==> images/flops_by_reg.png <==
Drawn at 4 px/um. Other sequential cells in the stronger grey, the rest of the logic in the fainter grey.
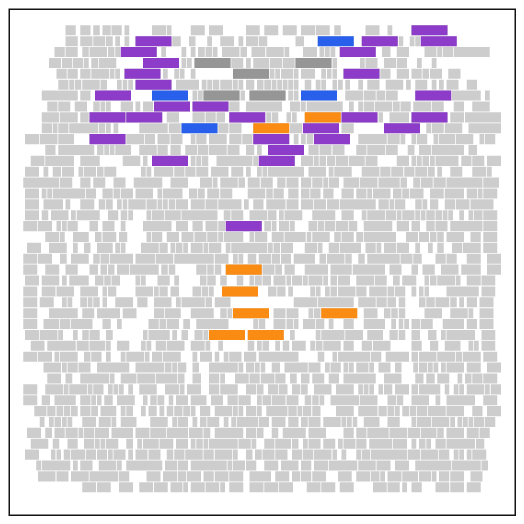
==> images/io_fan.png <==
Drawn at 4 px/um.
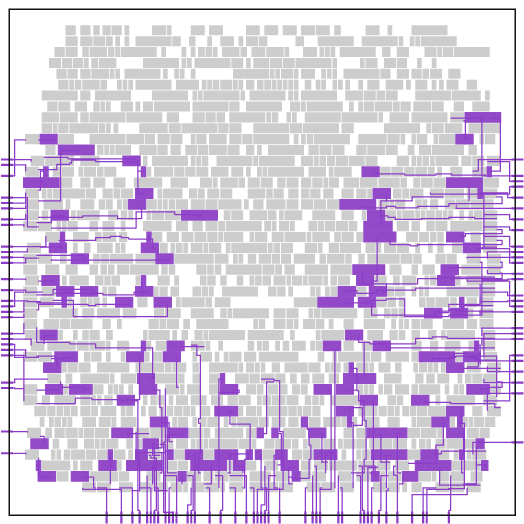
==> images/placement.png <==
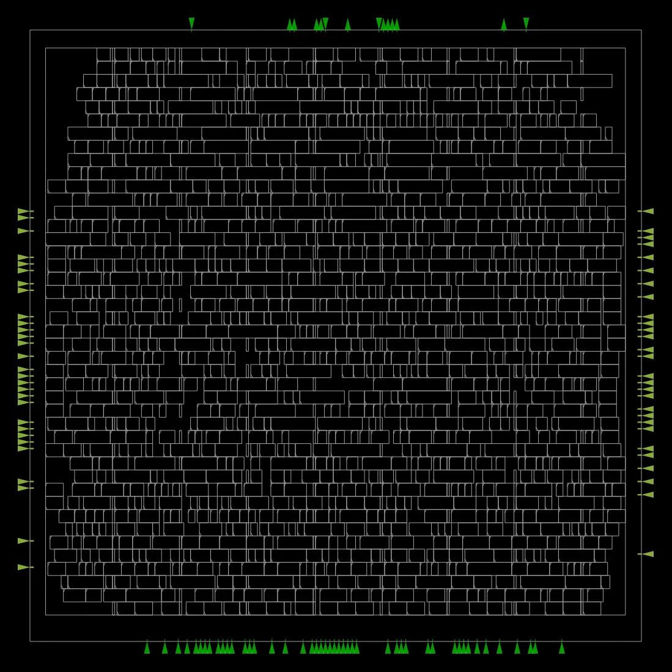
==> images/metal_density.png <==
Drawn at 3 px/um. 25 x 25 tiles, from dark blue (low) to red (high), scaled to the fullest tile. Values are wire area over tile area, all layers added.
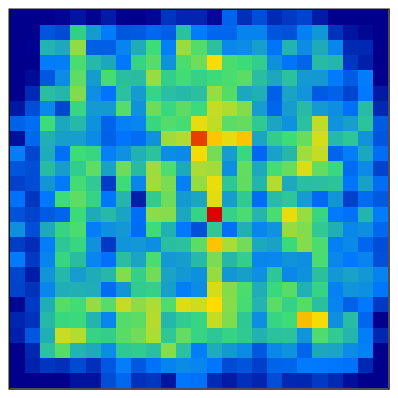
==> images/wires.png <==
Drawn at 3 px/um. Only two layers are drawn.
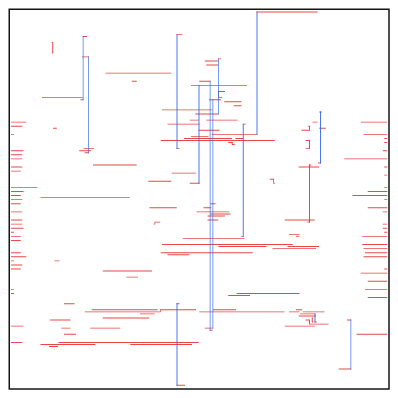
==> config.mk <==
export PLATFORM = sky130hd
export DESIGN_NAME = column_neuron_layer
export DESIGN_NICKNAME = d
export VERILOG_FILES = /design/src/rtl/column_neuron_layer.sv
export SDC_FILE = /design/constraint.sdc
export NUM_CORES = 1
export LEC_CHECK = 0
export CAP_MARGIN = 5
export CORE_MARGIN = 3
export CORE_UTILIZATION = 57
export CTS_CLUSTER_SIZE = 40
export DETAILED_ROUTE_END_ITERATION = 10
export GPL_TIMING_DRIVEN = 0
export HOLD_SLACK_MARGIN = 0.12
export PLACE_DENSITY_LB_ADDON = 0.08
export RECOVER_POWER = 100
export SLEW_MARGIN = 20
export SYNTH_ARGS = -nofsm -noshare
export SYNTH_HDL_FRONTEND = slang
export SYNTH_SLANG_ARGS = --single-unit
==> constraint.sdc <==
create_clock -name clk -period 8.9 [get_ports clk]
set_clock_uncertainty 0.2 [all_clocks]
set_input_delay 2.225 -clock clk [delete_from_list [all_inputs] [get_ports clk]]
set_output_delay 2.225 -clock clk [all_outputs]
set_load 0.005 [all_outputs]
==> impl_metrics.env <==
# yosys + openroad results
export IMPL_status="finished with violations"
export IMPL_violations="setup timing"
export IMPL_numClockSinks=45
export IMPL_drtAntennaViolNets=0
export IMPL_die_height_um=126.1
export IMPL_fp_dieW_um=126.1
export IMPL_highest_layer="met4"
export IMPL_met3WireLength_mm=1.100
export IMPL_syn_avg_cell_area_um2=7.847
export IMPL_edf_count=0
export IMPL_setup_viol=28
export IMPL_cp_start_kind="input port"
export IMPL_antenna_found_initial=0
export IMPL_regToRegSetupSlack_ns=0.97
export IMPL_cap_viol_max_count=0
export IMPL_ff2ff_path_depth=37
export IMPL_top_area_cell="ha_1"
export IMPL_fin_ws_ns=-0.4912
export IMPL_slew_headroom=0.1902
export IMPL_cts_max_level=2
export IMPL_cp_common_cell="fa_2"
export IMPL_required_ns=8.89
export IMPL_worstPathMaxFanout=7
export IMPL_ctsHoldBuffers=0
export IMPL_drive_gt1_frac=0.2350
export IMPL_cts_root_buf="clkbuf_16"
export IMPL_synthArstFlopShare=1.000
export IMPL_ys_flop_type="dfrtp_1"
export IMPL_synthesis_nets=1301
export IMPL_critPathSlowestCell="fa_2"
export IMPL_syn2layout_area_growth_pct=35.87
export IMPL_die_area_um2=15910
export IMPL_clk_latency_ns=0.30
export IMPL_worstHoldPathType="flip-flop to flip-flop"
About flops_by_reg.png:
Key: fired_q = blue [sequential cells 4, where north]; pot_q = purple [sequential cells 28]; latched_q = orange [sequential cells 8]
Another 5 sequential cells are not coloured.
Seq area share: 0.1008
Final Util: 0.7988
FF+latch area: 1126 um^2

About io_fan.png:
Key: weights = purple [bits 96, direction input, end cells 128, buffers 96, wire 2780 um]
count of buffers from port buffering: 116
Boundary Pins: 117

About placement.png:
FILL cells: 955
fin cells: 1444
Rows: 43
core area: 13990 um^2

About metal_density.png:
The mean over all tiles is 0.23. The densest ninth of the die: centre. The fullest tile reaches 0.67. 20% of the tiles are over half the peak. 5.9% of the tiles are nearly empty.
wirelength, routed: 23.04 mm
wire per inst: 15.96 um
Via Count: 8302
gr usage total: 0.2729

About wires.png:
Key: metal 3 = red [wire length 1100 um]; metal 4 = blue [wire length 462 um]

per-stage QoR:
| step | util | instance area, um^2 | hold slack (ns) | std cells |
|---|---|---|---|---|
| after floorplan | - | 8422 | 0.2453 | 1048 |
| after global placement | 0.7012 | 9808 | 0.2628 | 1344 |
| after detailed placement | 0.7031 | 9836 | 0.2671 | 1345 |
| after CTS | 0.7652 | 10700 | 0.2828 | 1423 |
| after global routing | 0.7988 | 11170 | 0.3179 | 1444 |
| final | 0.7988 | 11170 | 0.2929 | 1444 |
routing by layer:
metal / vias up / GRT usage
met2: 254 / 0.4660
met1: 3953 / 0.3821
met4: 0 / 0.05678
met5: - / 0
li1: 4065 / -
met3: 30 / 0.01951
cell usage in the layout, fill, tap and decap left out, drive strengths merged, types with 15 or more instances in the layout:
cell / netlist / layout
nor2: 79 / 79
mux2i: 23 / 23
o21ai: 101 / 101
inv: 111 / 112
nor3: 17 / 17
a21oi: 85 / 85
ha: 114 / 114
xnor2: 46 / 46
mux2: 30 / 30
dfrtp: 45 / 45
buf: 3 / 96
nor2b: 30 / 30
nand2: 117 / 117
fa: 32 / 32
a21o: 23 / 23
clkbuf: 24 / 29
clkdlybuf4s50: 0 / 99
xor2: 36 / 36
nor4: 15 / 15
logic make-up (layout without fill, tap and decap cells):
group | Yosys count | in the layout | synth area share
AND/OR/NAND/NOR | 301 | 301 | 0.1690
AND-OR/OR-AND | 280 | 280 | 0.2036
adder cells (fa/ha/maj) | 147 | 147 | 0.2525
multiplexers | 53 | 53 | 0.06998
flip-flops | 45 | 45 | 0.1369
XOR/XNOR | 84 | 84 | 0.1047
buffers and inverters | 138 | 354 | 0.06329
layout make-up:
| type | instances | area (um^2) | area share |
|---|---|---|---|
| timing repair buffer | 208 | 1856 | 0.1661 |
| buffer | 27 | 128.9 | 0.01153 |
| sequential | 45 | 1126 | 0.1008 |
| multi-input combinational | 865 | 7272 | 0.6508 |
| inverter | 111 | 416.7 | 0.03729 |
| tap | 180 | 225.2 | 0.02015 |
| clock buffer | 5 | 125.1 | 0.01120 |
| clock inverter | 3 | 25.02 | 0.002239 |
critical path, delay by kind of cell:
family,cells,cell delay [ns]
buffers and inverters,7,0.53
XOR/XNOR,2,0.29
AND/OR/NAND/NOR,8,0.82
adder cells (fa/ha/maj),9,3.57
multiplexers,3,0.65
AND-OR/OR-AND,9,1.25
timing repair:
item | 4_1_cts | 5_1_grt
gates resized | 73 | 86
pin swaps | 70 | 69
buffers inserted | 70 | 22
setup endpoints to repair | 28 | 28
gates cloned | 0 | 0
